**src/rtl/rv_pkg.sv**
```systemverilog
// Shared RISC-V decode definitions: opcodes, immediate format tags and the immediate decoder.
// Pure combinational helpers. The same decode is shared by the single-cycle and pipelined cores.
package rv_pkg;

  localparam logic [4:0] OPC_LOAD      = 5'b00000;
  localparam logic [4:0] OPC_OP_IMM    = 5'b00100;
  localparam logic [4:0] OPC_AUIPC     = 5'b00101;
  localparam logic [4:0] OPC_OP_IMM_32 = 5'b00110;
  localparam logic [4:0] OPC_STORE     = 5'b01000;
  localparam logic [4:0] OPC_OP        = 5'b01100;
  localparam logic [4:0] OPC_LUI       = 5'b01101;
  localparam logic [4:0] OPC_OP_32     = 5'b01110;
  localparam logic [4:0] OPC_BRANCH    = 5'b11000;
  localparam logic [4:0] OPC_JALR      = 5'b11001;
  localparam logic [4:0] OPC_JAL       = 5'b11011;
  localparam logic [4:0] OPC_SYSTEM    = 5'b11100;

  typedef enum logic [2:0] {
    IMM_NONE = 3'd0,
    IMM_I    = 3'd1,
    IMM_S    = 3'd2,
    IMM_B    = 3'd3,
    IMM_U    = 3'd4,
    IMM_J    = 3'd5,
    IMM_Z    = 3'd6
  } imm_type_e;

  typedef struct packed {
    logic [63:0] imm;
    imm_type_e   typ;
    logic        illegal;
  } imm_dec_t;

  // Immediate is always built at 64 bits; narrower cores take the low bits.
  function automatic imm_dec_t imm_decode(input logic [31:0] instr, input int xlen,
                                          input logic en_csr);
    imm_dec_t d;
    d.imm     = '0;
    d.typ     = IMM_NONE;
    d.illegal = 1'b0;
    case (instr[6:2])
      OPC_OP: ;
      OPC_OP_IMM, OPC_LOAD, OPC_JALR: begin
        d.typ = IMM_I;
        d.imm = {{52{instr[31]}}, instr[31:20]};
      end
      OPC_STORE: begin
        d.typ = IMM_S;
        d.imm = {{52{instr[31]}}, instr[31:25], instr[11:7]};
      end
      OPC_BRANCH: begin
        d.typ = IMM_B;
        d.imm = {{52{instr[31]}}, instr[7], instr[30:25], instr[11:8], 1'b0};
      end
      OPC_JAL: begin
        d.typ = IMM_J;
        d.imm = {{44{instr[31]}}, instr[19:12], instr[20], instr[30:21], 1'b0};
      end
      OPC_LUI, OPC_AUIPC: begin
        d.typ = IMM_U;
        d.imm = {{32{instr[31]}}, instr[31:12], 12'b0};
      end
      OPC_SYSTEM: begin
        if (en_csr) begin
          d.typ = IMM_Z;
          d.imm = {59'b0, instr[19:15]};
        end else begin
          d.illegal = 1'b1;
        end
      end
      OPC_OP_IMM_32: begin
        if (xlen == 64) begin
          d.typ = IMM_I;
          d.imm = {{52{instr[31]}}, instr[31:20]};
        end else begin
          d.illegal = 1'b1;
        end
      end
      OPC_OP_32: d.illegal = (xlen != 64);
      default:   d.illegal = 1'b1;
    endcase
    if (instr[1:0] != 2'b11) d.illegal = 1'b1;
    if (d.illegal) begin
      d.imm = '0;
      d.typ = IMM_NONE;
    end
    return d;
  endfunction

endpackage

```
**src/rtl/imm_dec_comb.sv**
```systemverilog
// Combinational immediate decoder: format tag, XLEN-wide immediate, illegal flag.
// Zero latency, no flow control; reusable by the single-cycle core.
module imm_dec_comb
  import rv_pkg::*;
#(
  parameter int XLEN   = 32,
  parameter bit EN_CSR = 1'b1
) (
  input  logic [31:0]     instr_i,
  output logic [XLEN-1:0] imm_o,
  output imm_type_e       imm_type_o,
  output logic            illegal_o
);

  imm_dec_t dec;

  assign dec        = imm_decode(instr_i, XLEN, EN_CSR);
  assign imm_o      = dec.imm[XLEN-1:0];
  assign imm_type_o = dec.typ;
  assign illegal_o  = dec.illegal;

endmodule

```
**src/rtl/imm_gen_pipe.sv**
```systemverilog
// Registered immediate generator: 1-cycle latency into a 2-entry (head + skid) buffer.
// in_ready_o is registered (skid empty), so upstream never sees a path from out_ready_i.
module imm_gen_pipe
  import rv_pkg::*;
#(
  parameter int XLEN   = 32,
  parameter bit EN_CSR = 1'b1,
  parameter int CNT_W  = 16
) (
  input  logic             clk_i,
  input  logic             rst_n_i,
  input  logic             flush_i,
  input  logic             in_valid_i,
  output logic             in_ready_o,
  input  logic [31:0]      instr_data_i,
  output logic             out_valid_o,
  input  logic             out_ready_i,
  output logic [31:0]      instr_data_o,
  output logic [XLEN-1:0]  imm_data_o,
  output logic [2:0]       imm_type_o,
  output logic             illegal_o,
  output logic [CNT_W-1:0] ill_cnt_o
);

  typedef struct packed {
    logic [31:0]     instr;
    logic [XLEN-1:0] imm;
    imm_type_e       typ;
    logic            illegal;
  } entry_t;

  entry_t           head_q, skid_q, in_ent;
  logic             head_vld_q, skid_vld_q;
  logic [CNT_W-1:0] ill_cnt_q;
  logic [XLEN-1:0]  dec_imm;
  imm_type_e        dec_typ;
  logic             dec_ill;
  logic             accept, deliver;

  imm_dec_comb #(
    .XLEN   (XLEN),
    .EN_CSR (EN_CSR)
  ) u_dec (
    .instr_i    (instr_data_i),
    .imm_o      (dec_imm),
    .imm_type_o (dec_typ),
    .illegal_o  (dec_ill)
  );

  assign in_ent  = '{instr: instr_data_i, imm: dec_imm, typ: dec_typ, illegal: dec_ill};
  assign accept  = in_valid_i && !skid_vld_q;
  assign deliver = head_vld_q && out_ready_i;

  always_ff @(posedge clk_i or negedge rst_n_i) begin
    if (!rst_n_i) begin
      head_q     <= '0;
      skid_q     <= '0;
      head_vld_q <= 1'b0;
      skid_vld_q <= 1'b0;
      ill_cnt_q  <= '0;
    end else if (flush_i) begin
      head_vld_q <= 1'b0;
      skid_vld_q <= 1'b0;
    end else begin
      if (deliver && head_q.illegal && !(&ill_cnt_q)) ill_cnt_q <= ill_cnt_q + 1'b1;
      // Skid only holds data while the head is occupied, so it always drains into the head.
      if (deliver) begin
        if (skid_vld_q) begin
          head_q     <= skid_q;
          skid_vld_q <= 1'b0;
        end else if (accept) begin
          head_q <= in_ent;
        end else begin
          head_vld_q <= 1'b0;
        end
      end else if (accept) begin
        if (!head_vld_q) begin
          head_q     <= in_ent;
          head_vld_q <= 1'b1;
        end else begin
          skid_q     <= in_ent;
          skid_vld_q <= 1'b1;
        end
      end
    end
  end

  assign in_ready_o   = !skid_vld_q;
  assign out_valid_o  = head_vld_q;
  assign instr_data_o = head_q.instr;
  assign imm_data_o   = head_q.imm;
  assign imm_type_o   = head_q.typ;
  assign illegal_o    = head_q.illegal;
  assign ill_cnt_o    = ill_cnt_q;

endmodule

```
**config.mk**
```make
export PLATFORM = sky130hd
export DESIGN_NAME = imm_gen_pipe
export DESIGN_NICKNAME = d
export VERILOG_FILES = /design/src/rtl/rv_pkg.sv /design/src/rtl/imm_dec_comb.sv /design/src/rtl/imm_gen_pipe.sv
export SDC_FILE = /design/constraint.sdc
export NUM_CORES = 1
export LEC_CHECK = 0
export ABC_AREA = 1
export ABC_CLOCK_PERIOD_IN_PS = 5100
export CORE_MARGIN = 1.5
export CORE_UTILIZATION = 30
export CTS_BUF_LIST = sky130_fd_sc_hd__clkbuf_8 sky130_fd_sc_hd__clkbuf_16
export DETAILED_ROUTE_END_ITERATION = 6
export GPL_TIMING_DRIVEN = 0
export PLACE_DENSITY_LB_ADDON = 0.2
export SYNTH_ARGS = -nofsm -noshare
export SYNTH_HDL_FRONTEND = slang
export SYNTH_SLANG_ARGS = --single-unit
```
**constraint.sdc**
```tcl
create_clock -name clk_i -period 5.1 [get_ports clk_i]
set_clock_uncertainty 0.05 [all_clocks]
set_input_delay 1.53 -clock clk_i [delete_from_list [all_inputs] [get_ports clk_i]]
set_output_delay 1.53 -clock clk_i [all_outputs]
set_load 0.02 [all_outputs]
```
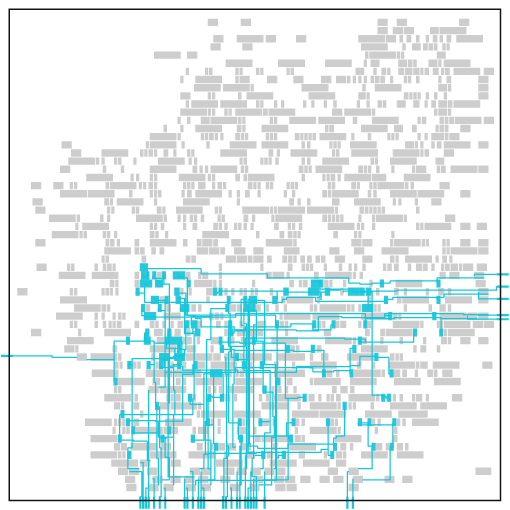
Figure 1: nets reached from selected ports.
Scale: 3 px per um.
Cyan shows instr_data_i, bits 32, direction input, edge 26 bottom, 5 right, 1 left, end cells 130, buffers 33, wire 3110 um.
number of port buffers: 121
Top-Level Pins: 123

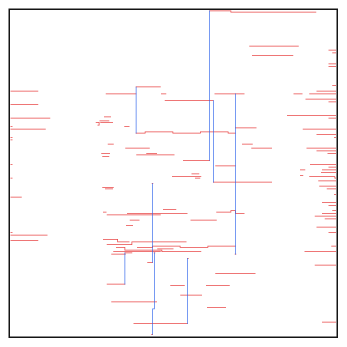
Figure 2: signal wires by layer.
Scale: 2 px per um. Only two layers are drawn.
Blue shows met4, wire length 348 um. Red shows met3, wire length 1200 um.
routed len/inst: 15.8 um
total via count in the routed design: 7035
overall global routing resource usage: 18.3%
total wirelength of the detailed-routed design: 23700 um

==> results.txt <==
Implementation run completed; key figures follow.

GRT:
- The via count of the first global-routing pass is 6876.
- The first global-routing pass estimated 37300 um of wire.
- The run puts the met3 capacity usage during global routing at 3.71%.
- The global routing report lists met2 layer usage as 29.8%.
- In the global route stage, met1 resource usage came out at 24.6%.

Power and ir drop:
- The share of total power dissipated in the clock network is 33.4%.
- The run puts the internal power contribution at 0.00234 W.
- In this run the VDD rail shows a maximum IR drop of 0.200 mV.
- The run gives the sequential group power as 0.00151 W.
- Dividing total power by cell area gives a power density of 346 nW/um^2.
- The leakage power in the latest report is 4.96 nW.

Timing:
- The run puts the number of endpoints with negative hold slack in the final report at 0.
- The run puts the final hold slack at 0.419 ns.

Yosys:
- The run gives the flip-flop cell with the highest count after synthesis as sky130_fd_sc_hd__dfrtp_1.
- For this design, Yosys synthesis ends with a cell count of 1018.
- The run puts the area fraction in and, or, nand and nor cells after synthesis at 32.5%.
- The run gives the distinct cell type count after synthesis as 35.
- The run gives the yosys synthesis warning count as 0.
- After synthesis, flip-flops and latches occupy 50.0% of the total area.
- The run gives the combined area of all synthesized cells as ~7700 um^2.
- The run gives the post-synthesis register bit count as approximately 150.
- The synthesized netlist devotes 1.59% of its cell area to XOR and XNOR gates.
- The run gives the net count after synthesis as 1056.

Cells and area:
- By instance count after routing, the leading logic cell type is sky130_fd_sc_hd__nand2_1.
- The run gives the multi-input logic area as 3380 um^2.
- The run puts the total of clock buffers placed in the layout at 18.
- Ranked by flip-flop count, first place goes to skid_q.
- The run puts the fraction of area in clock buffers and inverters at 5.28%.
- The number of multi-input combinational cells in the layout is 754.
- The run puts the share of final-layout standard cells stronger than drive strength 1 at between 7 and 8%.
- The run gives the fraction of area in multi-input gates as 34.2%.
- Per the layout report, the design carries between 50 and 60 non-clock inverters.
- The largest cell class by area is sequential cells.

Critical path:
- The run gives the kind of cell adding the most delay to the critical path as buffers and inverters.
- The run gives the nature of the critical path startpoint as an input pin.
- Looking at the reg2reg group, the worst path starts from out_valid_o.
- The run puts the worst stage delay on the critical path at 0.60 ns.
- STA puts the critical path data required time at 5.42 ns.
- For this design, the slowest cell found on the critical path is sky130_fd_sc_hd__clkbuf_1.
- STA classifies the critical path endpoint as a register.
- The run puts the cell depth of the worst setup path at 9.

Routing:
- The run puts the number of vias per cell after detailed routing at approximately 4.7.
- The run gives the iteration-0 DRC count of the detailed router as 591.
- In this run the remaining antenna-violating nets after routing total 0.
- The run gives the met3 wire length as 1200 um.

Clocking:
- TritonCTS built the clock tree.
- In this run the clock root is driven by a sky130_fd_sc_hd__clkbuf_16.
- The run puts the total CTS buffers at 17.
- The run puts the number of sinks handled by clock tree synthesis at 154.
- The run puts the post-cts hold buffer count at 0.
- The run puts the insertion delay at the late pin of the worst-skew pair at 0.43 ns.

Floorplan:
- After floorplanning, the die was sized to cover 26700 um^2.

Place:
- The run puts the placer congestion estimate at between 0.8 and 0.9.

Run status:
- The run finished with clean final reports.

Worst hold path:
- The run puts the hold path depth at 2.
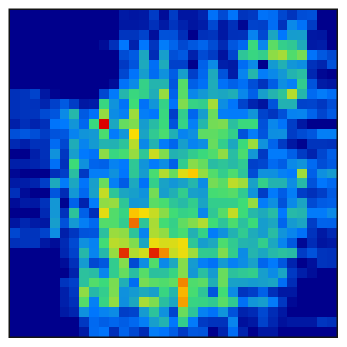
Figure 3: signal metal coverage by tile.
Scale: 2 px per um. 33 x 33 tiles, from dark blue (low) to red (high), scaled to the fullest tile. Values are wire area over tile area, all layers added.
The mean over all tiles is 0.14. The fullest tile reaches 0.56. 13% of the tiles are over half the peak.

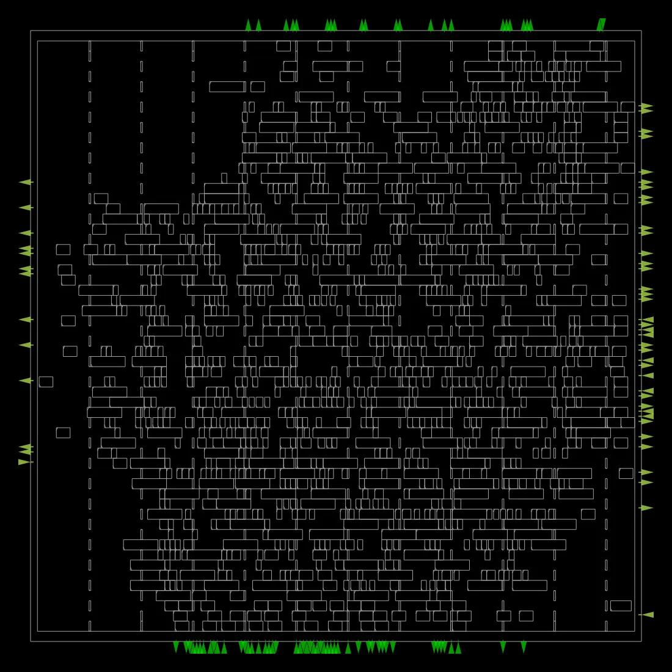
Figure 4: cell outlines without signal wires.
fill cell instance count of the final layout: 2626
number of tap cells inserted: 330
flop share of the area: 39.0%
Final Instance Count excl. Fillers: 1501

Power is estimated from default activity; no workload was simulated.
